### Metal layers overlaid, run 1

(2 px per um) Two of the layers only.
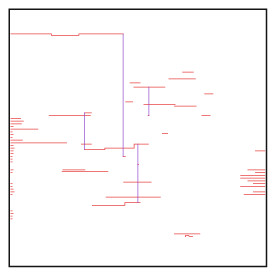
### Clock distribution, run 1

(4 px per um)
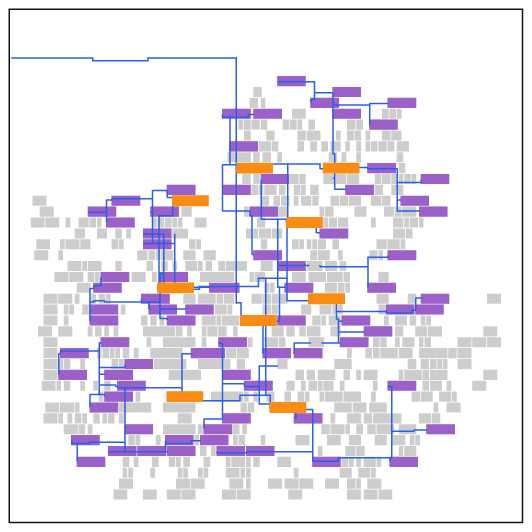
### Clock routing, run 1

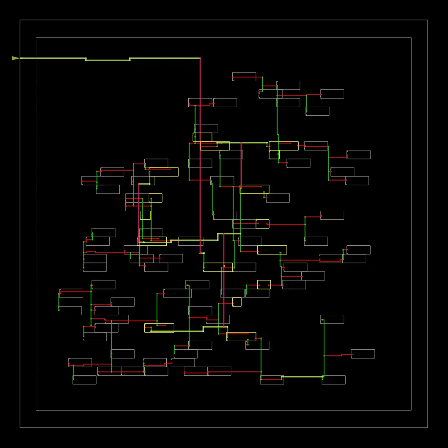
$ cat src/rtl/game_pkg.sv
// Shared constants for the memory-game display: box geometry, colours and
// the sequence flasher's state encoding.
package game_pkg;

  localparam int unsigned BOX_SIZE_DEFAULT = 24;
  localparam logic [2:0]  WHITE            = 3'b111;

  typedef enum logic [2:0] {
    StIdle,
    StLoad,
    StDrawOn,
    StHold,
    StDrawOff,
    StGap,
    StNext,
    StDone
  } state_e;

  function automatic logic [7:0] box_origin_x(input logic [1:0] box);
    logic [7:0] x;
    unique case (box)
      2'd0: x = 8'd38;
      2'd1: x = 8'd68;
      2'd2: x = 8'd68;
      2'd3: x = 8'd98;
    endcase
    return x;
  endfunction

  function automatic logic [6:0] box_origin_y(input logic [1:0] box);
    logic [6:0] y;
    unique case (box)
      2'd0: y = 7'd69;
      2'd1: y = 7'd54;
      2'd2: y = 7'd84;
      2'd3: y = 7'd69;
    endcase
    return y;
  endfunction

  function automatic logic [2:0] box_colour(input logic [1:0] box);
    logic [2:0] c;
    unique case (box)
      2'd0: c = 3'b100;
      2'd1: c = 3'b010;
      2'd2: c = 3'b001;
      2'd3: c = 3'b110;
    endcase
    return c;
  endfunction

endpackage

$ cat src/rtl/box_scan.sv
// Raster scanner over a BOX_SIZE x BOX_SIZE square: col is fastest, row next.
// Wraps to (0,0) after the last pixel so it is ready for the next square.
module box_scan import game_pkg::*; #(
  parameter int unsigned BOX_SIZE = BOX_SIZE_DEFAULT
) (
  input  logic       iClock,
  input  logic       iReset,
  input  logic       iStart,
  input  logic       iStep,
  output logic [4:0] oCol,
  output logic [4:0] oRow,
  output logic       oLast
);

  localparam logic [4:0] EdgeLast = 5'(BOX_SIZE - 1);

  logic [4:0] col_q, col_d;
  logic [4:0] row_q, row_d;

  always_comb begin
    col_d = col_q;
    row_d = row_q;
    if (iStart) begin
      col_d = '0;
      row_d = '0;
    end else if (iStep) begin
      if (col_q == EdgeLast) begin
        col_d = '0;
        row_d = (row_q == EdgeLast) ? 5'd0 : row_q + 5'd1;
      end else begin
        col_d = col_q + 5'd1;
      end
    end
  end

  always_ff @(posedge iClock) begin
    if (iReset) begin
      col_q <= '0;
      row_q <= '0;
    end else begin
      col_q <= col_d;
      row_q <= row_d;
    end
  end

  assign oCol  = col_q;
  assign oRow  = row_q;
  assign oLast = (col_q == EdgeLast) && (row_q == EdgeLast);

endmodule

$ cat src/rtl/sequence_flasher.sv
// Plays the memory sequence back: highlight a box, hold, repaint white, gap, next step.
// Drives the same pixel bus as the grid drawer; the top level muxes the two.
module sequence_flasher import game_pkg::*; #(
  parameter int unsigned SEQ_MAX     = 16,
  parameter int unsigned HOLD_CYCLES = 12_500_000,
  parameter int unsigned GAP_CYCLES  = 6_250_000,
  parameter int unsigned BOX_SIZE    = BOX_SIZE_DEFAULT
) (
  input  logic                 iClock,
  input  logic                 iReset,
  input  logic                 iStart,
  input  logic [4:0]           iLength,
  input  logic [2*SEQ_MAX-1:0] iSeq,
  output logic [7:0]           oX,
  output logic [6:0]           oY,
  output logic [2:0]           oColour,
  output logic                 oPlot,
  output logic                 oBusy,
  output logic                 oDone,
  output logic [3:0]           oStep
);

  localparam int unsigned CntMax  = (HOLD_CYCLES > GAP_CYCLES) ? HOLD_CYCLES : GAP_CYCLES;
  localparam int unsigned CntW    = $clog2(CntMax + 1);
  localparam int unsigned StepW   = (SEQ_MAX > 1) ? $clog2(SEQ_MAX) : 1;
  localparam logic [CntW-1:0] HoldLast = CntW'(HOLD_CYCLES - 1);
  localparam logic [CntW-1:0] GapLast  = CntW'(GAP_CYCLES - 1);
  localparam logic [4:0]      LenMax   = 5'(SEQ_MAX);

  state_e               state_q, state_d;
  logic [2*SEQ_MAX-1:0] seq_q, seq_d;
  logic [4:0]           len_q, len_d;
  logic [StepW-1:0]     step_q, step_d;
  logic [CntW-1:0]      cnt_q, cnt_d;

  logic [4:0] col, row;
  logic       scan_last;
  logic       drawing;
  logic [1:0] cur_box;
  logic [4:0] len_clamped;
  logic       last_step;

  assign drawing     = (state_q == StDrawOn) || (state_q == StDrawOff);
  assign cur_box     = seq_q[{step_q, 1'b0} +: 2];
  assign len_clamped = (iLength > LenMax) ? LenMax : iLength;
  assign last_step   = (5'(step_q) == len_q - 5'd1);

  box_scan #(
    .BOX_SIZE (BOX_SIZE)
  ) u_box_scan (
    .iClock (iClock),
    .iReset (iReset),
    .iStart (state_q == StLoad),
    .iStep  (drawing),
    .oCol   (col),
    .oRow   (row),
    .oLast  (scan_last)
  );

  always_comb begin
    state_d = state_q;
    seq_d   = seq_q;
    len_d   = len_q;
    step_d  = step_q;
    cnt_d   = cnt_q;
    unique case (state_q)
      StIdle: begin
        if (iStart) state_d = StLoad;
      end
      StLoad: begin
        seq_d   = iSeq;
        len_d   = len_clamped;
        step_d  = '0;
        cnt_d   = '0;
        state_d = (len_clamped == 5'd0) ? StDone : StDrawOn;
      end
      StDrawOn: begin
        if (scan_last) state_d = StHold;
      end
      StHold: begin
        if (cnt_q == HoldLast) begin
          cnt_d   = '0;
          state_d = StDrawOff;
        end else begin
          cnt_d = cnt_q + 1'b1;
        end
      end
      StDrawOff: begin
        if (scan_last) state_d = StGap;
      end
      StGap: begin
        if (cnt_q == GapLast) begin
          cnt_d   = '0;
          state_d = StNext;
        end else begin
          cnt_d = cnt_q + 1'b1;
        end
      end
      StNext: begin
        // Step index stays on the final step so oStep never leaves its range.
        if (last_step) begin
          state_d = StDone;
        end else begin
          step_d  = step_q + 1'b1;
          state_d = StDrawOn;
        end
      end
      StDone: begin
        state_d = StIdle;
      end
    endcase
  end

  always_ff @(posedge iClock) begin
    if (iReset) begin
      state_q <= StIdle;
      seq_q   <= '0;
      len_q   <= '0;
      step_q  <= '0;
      cnt_q   <= '0;
    end else begin
      state_q <= state_d;
      seq_q   <= seq_d;
      len_q   <= len_d;
      step_q  <= step_d;
      cnt_q   <= cnt_d;
    end
  end

  always_comb begin
    oPlot   = 1'b0;
    oX      = '0;
    oY      = '0;
    oColour = '0;
    if (drawing) begin
      oPlot   = 1'b1;
      oX      = box_origin_x(cur_box) + {3'b000, col};
      oY      = box_origin_y(cur_box) + {2'b00, row};
      oColour = (state_q == StDrawOn) ? box_colour(cur_box) : WHITE;
    end
  end

  assign oBusy = (state_q != StIdle);
  assign oDone = (state_q == StDone);
  assign oStep = 4'(step_q);

endmodule

$ cat config.mk
export PLATFORM = sky130hd
export DESIGN_NAME = sequence_flasher
export DESIGN_NICKNAME = d
export VERILOG_FILES = /design/src/rtl/game_pkg.sv /design/src/rtl/box_scan.sv /design/src/rtl/sequence_flasher.sv
export SDC_FILE = /design/constraint.sdc
export NUM_CORES = 1
export LEC_CHECK = 0
export CAP_MARGIN = 0
export CORE_MARGIN = 5
export CORE_UTILIZATION = 30
export DETAILED_ROUTE_END_ITERATION = 8
export MAX_ROUTING_LAYER = met4
export PLACE_DENSITY = 0.58
export RECOVER_POWER = 25
export SYNTH_ARGS = -nofsm -noshare
export SYNTH_HDL_FRONTEND = slang
export SYNTH_SLANG_ARGS = --single-unit
$ cat constraint.sdc
create_clock -name iClock -period 5.9 [get_ports iClock]
set_input_delay 1.77 -clock iClock [delete_from_list [all_inputs] [get_ports iClock]]
set_output_delay 1.77 -clock iClock [all_outputs]
set_load 0.01 [all_outputs]
==> summary.txt, run 1 <==
This note records the results obtained with Yosys and OpenROAD.

Drt
Detailed routing placed a total of 4890 um of wire on met2. The highest routed metal layer is met4. The routed design uses 490 um of met3 wire. The post-route met1 wirelength is between 4000 and 5000 um.

CTS
The buffer type at the clock tree root is sky130_fd_sc_hd__clkbuf_16. TritonCTS built the clock tree. The number of gates resized after CTS was 1.

Buffers added to address setup during post-CTS repair amount to 0.

Logic synthesis
The post-synthesis instance total is 508. The synthesis log from Yosys contains 0 warnings. The area of the synthesized netlist per yosys stat is around 0.0042 sq mm. Dividing the synthesized area by the synthesized cell count gives 8.21 sq um. The number of flip-flops and latches in the synthesized netlist is 78.

The top cell type's share of synthesized area is 0.374. The cell-mix breakdown from Yosys lists the compound-gate area share as 0.161. The largest family of logic cells by area is simple AND/OR/NAND/NOR gates. The number of cells in Yosys stat is 508.

The dominant register cell is sky130_fd_sc_hd__dfxtp_1. Counting distinct cell types in the post-synthesis netlist gives 52. The sequential-to-total area share from yosys stat is 0.374. For reference, the top cells by area after synthesis are sky130_fd_sc_hd__dfxtp_1 (37%), sky130_fd_sc_hd__nand2_1 (8.6%), sky130_fd_sc_hd__a21oi_1 (7.2%), sky130_fd_sc_hd__mux4_2 (5.4%), sky130_fd_sc_hd__ha_1 (4.2%).

Finish
Ranking logic cells in the layout by count gives the top entries sky130_fd_sc_hd__nand2_1 (96), sky130_fd_sc_hd__dfxtp_1 (76), sky130_fd_sc_hd__clkdlybuf4s50_1 (63), sky130_fd_sc_hd__a21oi_1 (60), sky130_fd_sc_hd__nor2_1 (38). Per the run report, area growth between synthesis and finish was 26.0%. The number of standard cells in the final layout excluding fillers is 743.

The repair_antennas step left the layout with diodes totalling 0. Once layout is complete, the utilization of the core stands at 0.382.

Floorplan
The die span in y is 128 um. At the floorplan stage, the core utilization is reported as 0.303. After floorplanning, the die was sized to cover 0.0164 sq mm. The horizontal die dimension is 128 um.

The area of the core is around 0.014 sq mm. For this design the top-level I/O count stands at 65.

Global route
The total congestion overflow after global routing is 0. The met2 capacity usage during global routing is 0.208. The number of antenna violations at the first check in global routing is 0. For met1 alone, demand over resource in global routing was 0.175. The routing layer with the top usage in global route is met2.

Entering global routing, the biggest net connects approximately 49 pins.

Power and ir drop
The power share of the combinational group is 0.292. The final total power is 1.69 mW. Per report_power, the top consumer among the power groups is sequential cells. Summed over all cells, the static leakage comes to 1.85 nW.

Place
The instance count after placement with tap cells included is 727. The placer congestion estimate is 0.820.

Timing
Max-slew check failures listed in the final report amount to 49. For reference, the final report shows the hold violation count at 0. The final-layout setup total negative slack is 0 ns. The worst pin sits at a relative slew slack of -0.342. The tightest hold path in the finished design has a slack of 0.458 ns. The final count of negative-setup-slack endpoints is 0. The least setup slack across all paths after layout is around 0.23 ns.

Setup path
The worst reg-to-reg setup slack is 3.37 ns. The worst setup path is of the flip-flop to primary output kind. The report lists the cells along the critical path as mux4_2 -> mux4_2 -> inv_1 -> ha_1 -> inv_1 -> ha_1 -> fa_1 -> o21ai_0 -> xor2_1 -> nor2_1 -> clkdlybuf4s50_1.

The category of cells accounting for the largest share of critical-path delay is multiplexers. For the worst reg-to-reg path, the endpoint reported by OpenROAD is cnt_q[23]. STA classifies the critical path startpoint as a flip-flop.

The worst flop-to-flop path startpoint is cnt_q[0]. At the worst endpoint, the arrival time is 3.90 ns. STA classifies the critical path endpoint as a primary output.

Flow run
The number of maximum-capacitance constraint violations is 1. The total number of warnings across the stage logs is 29.

Hold path
The startpoint of the lowest-slack hold path is seq_q[21].

Run status
The flow ran to the end, but the final reports show violations. The checks that failed: capacitance limit, slew limit.
About 'Metal layers overlaid':
[M4] purple | wire length: 123 um
[M3] red | wire length: 491 um
count of vias placed by the detailed router: 3732
Routed WL: 10400 um
GRT Util Overall: 0.134
average wire per cell in the routed design: 14.0 um

About 'Clock distribution':
[clock wires] blue | length: 1080 um
[clock-net drivers] orange | count: 9
[flip-flops] purple | count: 78
routed clock nets: 10

About 'Clock routing':
total clock buffers created by CTS: 9
number of clock sinks: 78
post-route clock skew: 0.0104 ns
number of clock buffers in the layout: 9
clock network power: 552 uW

[run 1: state kept, by name, summed over array words and instances, names as in the netlist]
name,count
u_box_scan.oCol,5
len_q,5
state_q,3
seq_q,32
u_box_scan.oRow,5
cnt_q,24
oStep,4
[run 1: cell type report]
cell class | count | area (sq um)
Clock buffer | 9 | 225
Clock inverter | 7 | 75.1
Fill cell | 1410 | 8520
Inverter | 12 | 45.0
Multi-Input combinational cell | 387 | 2440
Sequential cell | 78 | 1570
Tap cell | 180 | 225
Timing Repair Buffer | 70 | 679
[run 1: cells by family (layout without fill, tap and decap cells)]
logic type                 after synthesis  after routing
xor gates and xnor gates                21             21
buffers and inverters                   43             98
adders and majority gates               16             16
muxes                                   19             19
DFF                                     78             78
AOI/OAI and AO/OA                      111            111
and+or+nand+nor                        220            220
## Run 2: what changed since run 1
--- a/config.mk
+++ b/config.mk
@@ -7,10 +7,11 @@
 export LEC_CHECK = 0
 export CAP_MARGIN = 0
 export CORE_MARGIN = 5
-export CORE_UTILIZATION = 30
+export CORE_UTILIZATION = 54
 export DETAILED_ROUTE_END_ITERATION = 8
+export GPL_TIMING_DRIVEN = 0
 export MAX_ROUTING_LAYER = met4
-export PLACE_DENSITY = 0.58
+export PLACE_DENSITY = 0.88
 export RECOVER_POWER = 25
 export SYNTH_ARGS = -nofsm -noshare
 export SYNTH_HDL_FRONTEND = slang
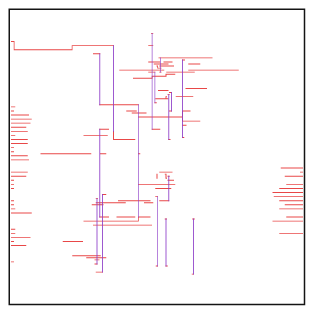
*Metal layers overlaid, run 2*
(3 px per um) Two of the layers only.
[M4] purple | wire length: 319 um
[M3] red | wire length: 570 um
Routed WL: 10600 um
count of vias placed by the detailed router: 4008
GRT Util Overall: 0.230
average wire per cell in the routed design: 15.4 um

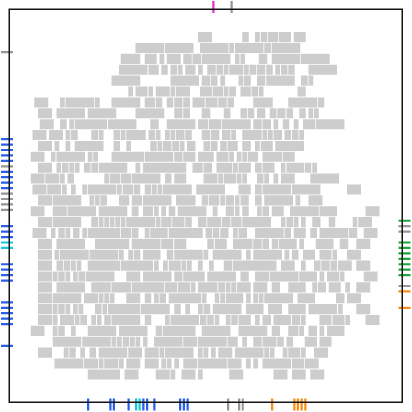
*Ports around the boundary, run 2*
(4 px per um) Pins as bars across the die edge, other pins in gray.
[`oDone`] magenta | pins: 1 | direction: output | edge: north
[`oStep`] cyan | pins: 4 | direction: output | edge: 2 west, 2 south
[`oY`] orange | pins: 7 | direction: output | edge: 5 south, 2 east
[`iSeq`] blue | pins: 32 | direction: input | edge: 22 west, 10 south
[`oX`] green | pins: 8 | direction: output | edge: east
all pins by edge: 30 west, 20 south, 13 east, 2 north

==> run 2 against run 1 <==
Net effect: the run now ends clean; register-to-register slack got worse by 0.03 ns; first-iteration DRC count rose by 15%; combinational power rose by 8.3%; clock power fell by about 20%; sequential share of layout area is 0.42 points higher; highest routed layer unchanged.
==> summary.txt, run 2 <==
This note records the results obtained with Yosys and OpenROAD.

Global route
The first-pass GRT wire length is between 15000 and 20000 um. The pin count of the biggest net entering global routing is 13. The total congestion overflow after global routing is 0.

The number of global-route vias before repair is 3986. The number of antenna violations at the first check in global routing is 0.

Floorplan
The floorplan has 32 rows. The area of the core is between 0.007 and 0.008 sq mm. The die is approximately 100 um tall. The floorplan die area is 0.00959 sq mm. The total number of tap cells is 102.

between 60 and 70 I/O pins were placed. The die is 97.9 um wide. The starting utilization of the core area is 0.549.

Finish
The count of buffers not belonging to the clock network in the layout is between 90 and 100. Measured on the final layout, the clock distribution area share stands at 0.0418. The area of all placed cells without fillers is 0.00518 sq mm. Multi-input logic gates represent a cell area share of 0.471. The finished layout holds 690 standard cells, fillers aside. The layout summary lists the proportion of cells stronger than drive strength 1 as 0.0578. After the last flow step, the layout net total stands at 639. Among logic cells in the layout, the one with the most instances is sky130_fd_sc_hd__nand2_1. Summing all multi-input logic gate instances after layout gives between 0.002 and 0.0025 sq mm.

The number of antenna diodes in the final layout is 0. Of all the cell area in the finished design, non-clock buffers hold 0.152. The area added between synthesis and finish is 24.1%. The sequential cell area in the final layout is 0.00157 sq mm.

The number of combinational gates with multiple inputs is 387. The dominant kind of cell is multi-input combinational cells. The fraction of cell area in sequential cells is reported as 0.302.

In the layout the commonest cells are sky130_fd_sc_hd__nand2_1 (96), sky130_fd_sc_hd__dfxtp_1 (77), sky130_fd_sc_hd__clkdlybuf4s50_1 (63), sky130_fd_sc_hd__a21oi_1 (60), sky130_fd_sc_hd__nor2_1 (39). Measured on the finished design, the core utilization comes to 0.681. The number of flip-flops under the largest register name is 32. The final layout report lists a filler cell count of 604.

After layout, the inverter instance count without clock inverters stands at 12. More flip-flops sit in one register than any other, and that register is seq_q. The largest registers in the layout are seq_q (32), cnt_q (24).

Setup path
The OpenROAD report gives the critical path a required time of 4.13 ns. Logic depth along the worst register-to-register path is recorded as 9. Per STA, the worst path accumulates the most delay in the family multiplexers. STA classifies the critical path startpoint as a flip-flop. For the worst reg-to-reg path, the startpoint reported by OpenROAD is cnt_q[0]. The capture point of the worst register-to-register path is recorded as cnt_q[9]. The worst setup path startpoint is oStep[0]. For flop-to-flop paths, the worst setup slack is 3.34 ns.

Together, buffers and inverters on the worst path number 4. Looking at the setup timing report, the critical path kind is flip-flop to primary output. The largest stage delay on the critical path is 0.56 ns. The highest net fanout along the worst path is 10.

The capture point of the critical path is oY[4]. The number of stages on the worst setup path is 12. The data arrival time of the critical path is between 3 and 4 ns.

The master of the slowest instance on the critical path is sky130_fd_sc_hd__mux4_2. Traced cell by cell, the critical path runs through buf_12 -> mux4_2 -> mux4_2 -> inv_1 -> ha_1 -> inv_1 -> ha_1 -> fa_1 -> o21ai_1 -> xor2_1 -> nor2_1 -> clkdlybuf4s50_1. The worst setup path is captured at a primary output.

Power and ir drop
The power density over the cells is 308 mW/mm^2. The power report puts the leakage power at around 1.8 nW. The worst supply voltage drop on vdd is 215 uV.

Overall power consumption after layout is estimated at 1.60 mW.

Run status
The flow ran to the end, and the final reports show no timing, DRC or antenna violations.

Logic synthesis
The most common cell in the synthesized netlist is sky130_fd_sc_hd__nand2_1. Looking at the cell usage after synthesis, the top flip-flop cell is sky130_fd_sc_hd__dfxtp_1. The Yosys step of the flow raised 0 warnings.

After synthesis, the cell types taking the most area are sky130_fd_sc_hd__dfxtp_1 (37%), sky130_fd_sc_hd__nand2_1 (8.6%), sky130_fd_sc_hd__a21oi_1 (7.2%), sky130_fd_sc_hd__mux4_2 (5.4%), sky130_fd_sc_hd__ha_1 (4.2%). Of all cell types, the one taking the most synthesized area is sky130_fd_sc_hd__dfxtp_1. In the synthesized netlist the async set-or-reset flop fraction comes to 0. The number of cells in Yosys stat is around 500. Dividing the synthesized area by the synthesized cell count gives 8.21 sq um. Yosys reports a chip area of 0.00417 sq mm. Yosys reports that the most numerous cell types are sky130_fd_sc_hd__nand2_1 (96), sky130_fd_sc_hd__dfxtp_1 (78), sky130_fd_sc_hd__a21oi_1 (60). The number of flip-flops and latches in the synthesized netlist is 78.

For this run, the register share of the synthesized area comes to 0.374. In this run the cell area of the synthesized design comes to 0.00417 sq mm. The area fraction of the largest cell type after synthesis is 0.374.

In this run, distinct cell masters in the synthesized netlist total 52. The post-synthesis instance total is 508. The post-synth count of flops with an enable pin is 0. The net count of the mapped netlist is 564.

Hold path
The startpoint of the lowest-slack hold path is seq_q[30]. STA shows the worst min-delay path finishing at seq_q[30]. The path class of the tightest hold or removal check is flip-flop to flip-flop. The worst hold path passes through 2 cells.

Place
RePlAce ended its routability-driven mode at a weighted congestion of 0.934. The estimated wirelength of the detail-placed design is 7930 um. The count of buffers added on input and output ports is 64. The placed instances occupy a cell area of approximately 0.0049 sq mm. The instance count after placement with tap cells included is 674. The worst setup slack before clock tree synthesis is between 0.15 and 0.2 ns.

CTS
The clock drives between 70 and 80 sinks. The number of buffers inserted during clock tree synthesis is 9. Per the post-CTS timing run, clock transition at the registers of the reported paths is around 0.080 ns. Buffers inserted to repair hold after CTS numbered 0. The TritonCTS clock tree is yes. The buffer type at the clock tree root is sky130_fd_sc_hd__clkbuf_8. The maximum root-to-sink buffer count is 2. The number of setup buffers added after CTS is 0. The H-tree generated during clock tree synthesis spans 3 levels.

Drt
The first TritonRoute pass finished after 5 iterations. The first-iteration detailed-routing DRC count is 283. The via density per instance is 5.81. The final routed DRC violation total is 0. The detail route stage leaves a number of antenna-violating nets equal to 0.

Timing
Setup repair after global routing left no endpoint under its margin. Across all hold checks on the routed design, the worst slack comes to 0.456 ns. Timing would allow up to 175 MHz. The worst path in the final design needs a cycle of 5.72 ns, including I/O delays and setup.

The least setup slack across all paths after layout is 0.177 ns. The final worst-path cycle share is 0.970. The worst relative slew slack is 0.584. The final count of negative-setup-slack endpoints is 0. The pin closest to its max-slew limit shows a slew of approximately 0.62 ns.

For reference, the final report shows the max-slew violation count at 0. The final-layout setup total negative slack is 0 ns. Counting endpoints that fail hold in the final report gives 0.

Flow run
Across the run, the number of max-cap violations was 0. The logs give a warning total of 29.
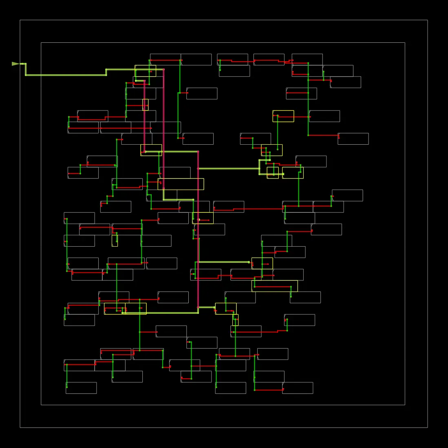
*Clock routing, run 2*
clock network power: 439 uW
number of clock buffers in the layout: 13
post-route clock skew: 0.00500 ns
worst-skew pair later-pin latency: 0.34 ns
flip-flops: 78

## run 2: cell counts after synthesis
No cell type changed its count.
## run 2: power by group
group	internal, mW	switching (mW)
Clock	0.251	0.188
Combinational	0.226	0.308
Sequential	0.587	0.0373
## run 2: repair_timing
item | CTS | global route
cloned | 0 | 0
gates resized | 4 | 6
hold endpoints to repair | 0 | 0
setup endpoints to repair | 6 | 3
## run 2: cell families after synthesis
group / after synthesis / synth area share
xor+xnor: 21 / 0.0477
mux: 19 / 0.0756
simple gates: 220 / 0.249
fa+ha+maj: 16 / 0.0516
compound gates: 111 / 0.161
flops: 78 / 0.374
buf+inv: 43 / 0.0414
## run 2: per-layer routing
layer | GRT usage | share of wire
met2 | 0.376 | 0.50
met3 | 0.0436 | 0.054
met5 | - | 0
met1 | 0.279 | 0.42
met4 | 0.0948 | 0.030
## Run 3: what changed since run 2
--- a/config.mk
+++ b/config.mk
@@ -13,6 +13,7 @@
 export MAX_ROUTING_LAYER = met4
 export PLACE_DENSITY = 0.88
 export RECOVER_POWER = 25
+export SLEW_MARGIN = 20
 export SYNTH_ARGS = -nofsm -noshare
 export SYNTH_HDL_FRONTEND = slang
 export SYNTH_SLANG_ARGS = --single-unit
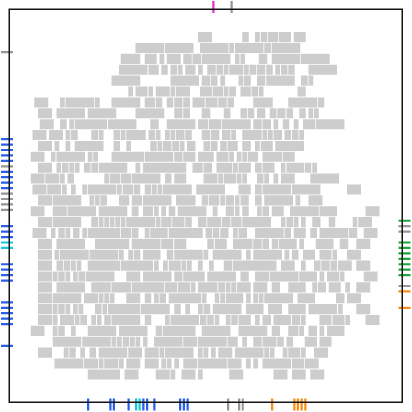
*Ports around the boundary, run 3*
(4 px per um) Pins as bars across the die edge, other pins in gray.
[`oY`] orange | pins: 7 | direction: output | edge: 5 south, 2 east
[`iSeq`] blue | pins: 32 | direction: input | edge: 22 west, 10 south
[`oStep`] cyan | pins: 4 | direction: output | edge: 2 west, 2 south
[`oX`] green | pins: 8 | direction: output | edge: east
[`oDone`] magenta | pins: 1 | direction: output | edge: north

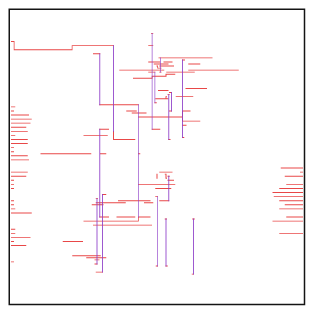
*Metal layers overlaid, run 3*
(3 px per um) Two of the layers only.
[M4] purple | wire length: 319 um
[M3] red | wire length: 570 um

==> run 3 against run 2 <==
Net effect: cell area unchanged; first-iteration DRC count unchanged; cell count unchanged; combinational power about the same.
==> summary.txt, run 3 <==
This note records the results obtained with Yosys and OpenROAD.

Timing
Setup repair after global routing left no endpoint under its margin. Per the final report, max-transition violations number 0. The final worst-path cycle share is 0.970.

The final timing report counts setup violations totalling 0. The peak clock frequency supported by timing is 175 MHz. The final critical path time including I/O delays and setup is 5.72 ns. The worst clock skew on the final layout is 0.00500 ns.

The worst path meets setup with 0.177 ns of slack. Measured against its own limit, the worst slew margin works out to 0.584. The slew at the pin closest to its max-slew limit is 0.624 ns.

The worst hold-check slack is 0.456 ns.

CTS
The count of hold-fix buffers inserted at cts is 0. The number of setup buffers added after CTS is 0. The number of resized instances in the post-cts repair step is 4. TritonCTS built the clock tree. The TritonCTS sink count is just under 80. No sink is reached through more buffers than the 2 on the longest clock path.

The CTS clock-pin slew for the worst setup and hold paths is approximately 0.080 ns. Clock tree synthesis selected as its root buffer the cell sky130_fd_sc_hd__clkbuf_8. The count of H-tree levels built during CTS is 3.

Buffers inserted during clock tree synthesis total 9.

Hold path
The report gives the cell count of the worst hold path as 2. Checking hold timing, the worst path is listed with class flip-flop to flip-flop. The startpoint of the lowest-slack hold path is seq_q[30]. The worst hold path terminates at seq_q[30].

Setup path
The worst setup path is captured at a primary output. OpenSTA lists the critical path startpoint as oStep[0]. The report shows a maximum critical-path fanout of 10.

The worst flop-to-flop path startpoint is cnt_q[0]. Per STA, the worst path is made up of buf_12 -> mux4_2 -> mux4_2 -> inv_1 -> ha_1 -> inv_1 -> ha_1 -> fa_1 -> o21ai_1 -> xor2_1 -> nor2_1 -> clkdlybuf4s50_1. STA puts the critical path data arrival time at 3.95 ns. The worst-case reg-to-reg setup slack stands at 3.34 ns. The category of cells accounting for the largest share of critical-path delay is multiplexers. The worst setup path is launched from a flip-flop. The master of the slowest instance on the critical path is sky130_fd_sc_hd__mux4_2.

The capture point of the critical path is oY[4]. The number of stages on the worst setup path is 12. The OpenROAD report gives the critical path a required time of 4.13 ns. The endpoint of the lowest-slack register-to-register path is cnt_q[9].

Flow run
The number of maximum-capacitance constraint violations is 0. Across all stage logs, warnings added up to 29.

Logic synthesis
The number of cells in Yosys stat is 508. Per the synthesis report, the AND-OR/OR-AND share of the synthesized area is 0.161. Per the post-synthesis report, the number of cells in the design is ~510.

In the synthesized netlist the dominant register cell turns out to be sky130_fd_sc_hd__dfxtp_1. Yosys attributes the largest share of cell area to sky130_fd_sc_hd__dfxtp_1 (37%), sky130_fd_sc_hd__nand2_1 (8.6%), sky130_fd_sc_hd__a21oi_1 (7.2%), sky130_fd_sc_hd__mux4_2 (5.4%), sky130_fd_sc_hd__ha_1 (4.2%). In the synthesized netlist, the cells that appear most often are sky130_fd_sc_hd__nand2_1 (96), sky130_fd_sc_hd__dfxtp_1 (78), sky130_fd_sc_hd__a21oi_1 (60). The net count after synthesis is around 560. The library cell occupying the most area in the post-synthesis netlist is sky130_fd_sc_hd__dfxtp_1.

The area share of and/or/nand/nor cells after synthesis is 0.249. The fraction of synthesized cell area in xor and xnor cells is 0.0477. The share of synthesized area in the top cell type comes to 0.374. The area fraction in mux cells is 0.0756.

The synthesized design contains 0 enable-type register cells. The cell-mix breakdown from Yosys lists the adder-cell area share as 0.0516. The post-synthesis async set-or-reset flop share is 0. Yosys instantiated no cell more often than sky130_fd_sc_hd__nand2_1.

The warning count from the yosys run is 0. Averaged over all synthesized cells, the footprint is 8.21 sq um. Yosys shows that the main logic family after synthesis is simple AND/OR/NAND/NOR gates. The sequential-to-total area share from yosys stat is 0.374.

Place
Per the post-place timing report, worst setup slack is just under 0.2 ns. The placement report lists the number of port buffers as between 60 and 70. The estimated wirelength of the detail-placed design is between 7000 and 8000 um. Routability-driven placement finished with a final weighted congestion of 0.934.

Finish
The area added between synthesis and finish is 24.1%. In the final layout, the share of cells above drive strength 1 is 0.0578. The register with the most flip-flops in the final layout is seq_q. In the final layout, the registers with the most flip-flops are seq_q (32), cnt_q (24). The top cell type in the final layout, fill and taps aside, is sky130_fd_sc_hd__nand2_1. Per the cell usage report, the commonest logic cells after layout are sky130_fd_sc_hd__nand2_1 (96), sky130_fd_sc_hd__dfxtp_1 (77), sky130_fd_sc_hd__clkdlybuf4s50_1 (63), sky130_fd_sc_hd__a21oi_1 (60), sky130_fd_sc_hd__nor2_1 (39).

The number of flip-flops under the largest register name is 32.

Floorplan
The horizontal die dimension is 97.9 um. Measured along the y axis, the die boundary spans 97.9 um. At the floorplan stage, the core utilization is reported as 0.549.

The area of the core is 0.00761 sq mm. The total number of placement rows is 32. The number of placed I/O pins is between 60 and 70.

Drt
The detail-routed net length per standard cell is 15.4 um. Per the detail_route report, the via count comes to 4008. The first-iteration detailed-routing DRC count is 283. The via density per instance is roughly 5.8. The final routed DRC violation total is 0. The antenna violation net count after detailed routing is 0. Summed over all layers, the routed wires come to 10600 um. The number of detailed-routing iterations run before antenna repair is 5.

Power and ir drop
The cell leakage power is 1.84 nW. Summing internal, switching and leakage power gives roughly 1.6 mW. The share of total power dissipated in sequential elements is 0.391. For the combinational group, total power comes out at 534 uW. The power of the clock network is between 400 and 500 uW. The power report lists the sequential group at slightly above 600 uW. The switching power share of the total is 0.334.

The power share of the combinational group is 0.334. The share of total power dissipated in the clock network is 0.275. In this run the VDD rail shows a maximum IR drop of 215 uV. The group drawing the most power is sequential cells.

The switching component of the power was reported as 533 uW. For this design the ratio of total power to cell area is slightly above 300 mW/mm^2.

Global route
The number of antenna violations at the first check in global routing is 0. Summed over all layers, the global routing overflow is 0. The first global-routing pass estimated 17900 um of wire.

Run status
The flow ran to the end, and the final reports show no timing, DRC or antenna violations.
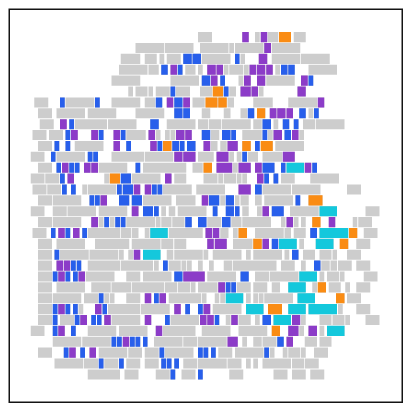
*Gate-type map, run 3*
(4 px per um)
[and/or cells] orange | cells: 20
[aoi and oai cells] purple | cells: 96
[nand cells] blue | cells: 138
[fa/ha/maj cells] cyan | cells: 16

==> run 3: metal layers <==
layer  GRT usage  vias up  wire [um]
met5           -        -          0
met4      0.0948        0        318
met3      0.0436       36        569
met2       0.376      155       5280
met1       0.279     1880       4460
li1            -     1937          -
==> run 3: through the flow <==
stage | area, sq um | util | std cells
after floorplan | 4170 | - | 508
after global placement | 4940 | 0.650 | 674
after detailed placement | 4940 | 0.650 | 674
after CTS | 5170 | 0.679 | 690
after global routing | 5180 | 0.681 | 690
final | 5180 | 0.681 | 690
==> run 3: layout make-up <==
class	instances	area (sq um)
flip-flops and latches	78	1570
clock buffers	13	149
inverters	12	45.0
multi-input cells	387	2440
repair buffers	64	641
clock inverters	3	67.6
plain buffers	31	146
fillers	604	2430
well taps	102	128
No activity file was given, so power comes from the tool's default toggle rates.
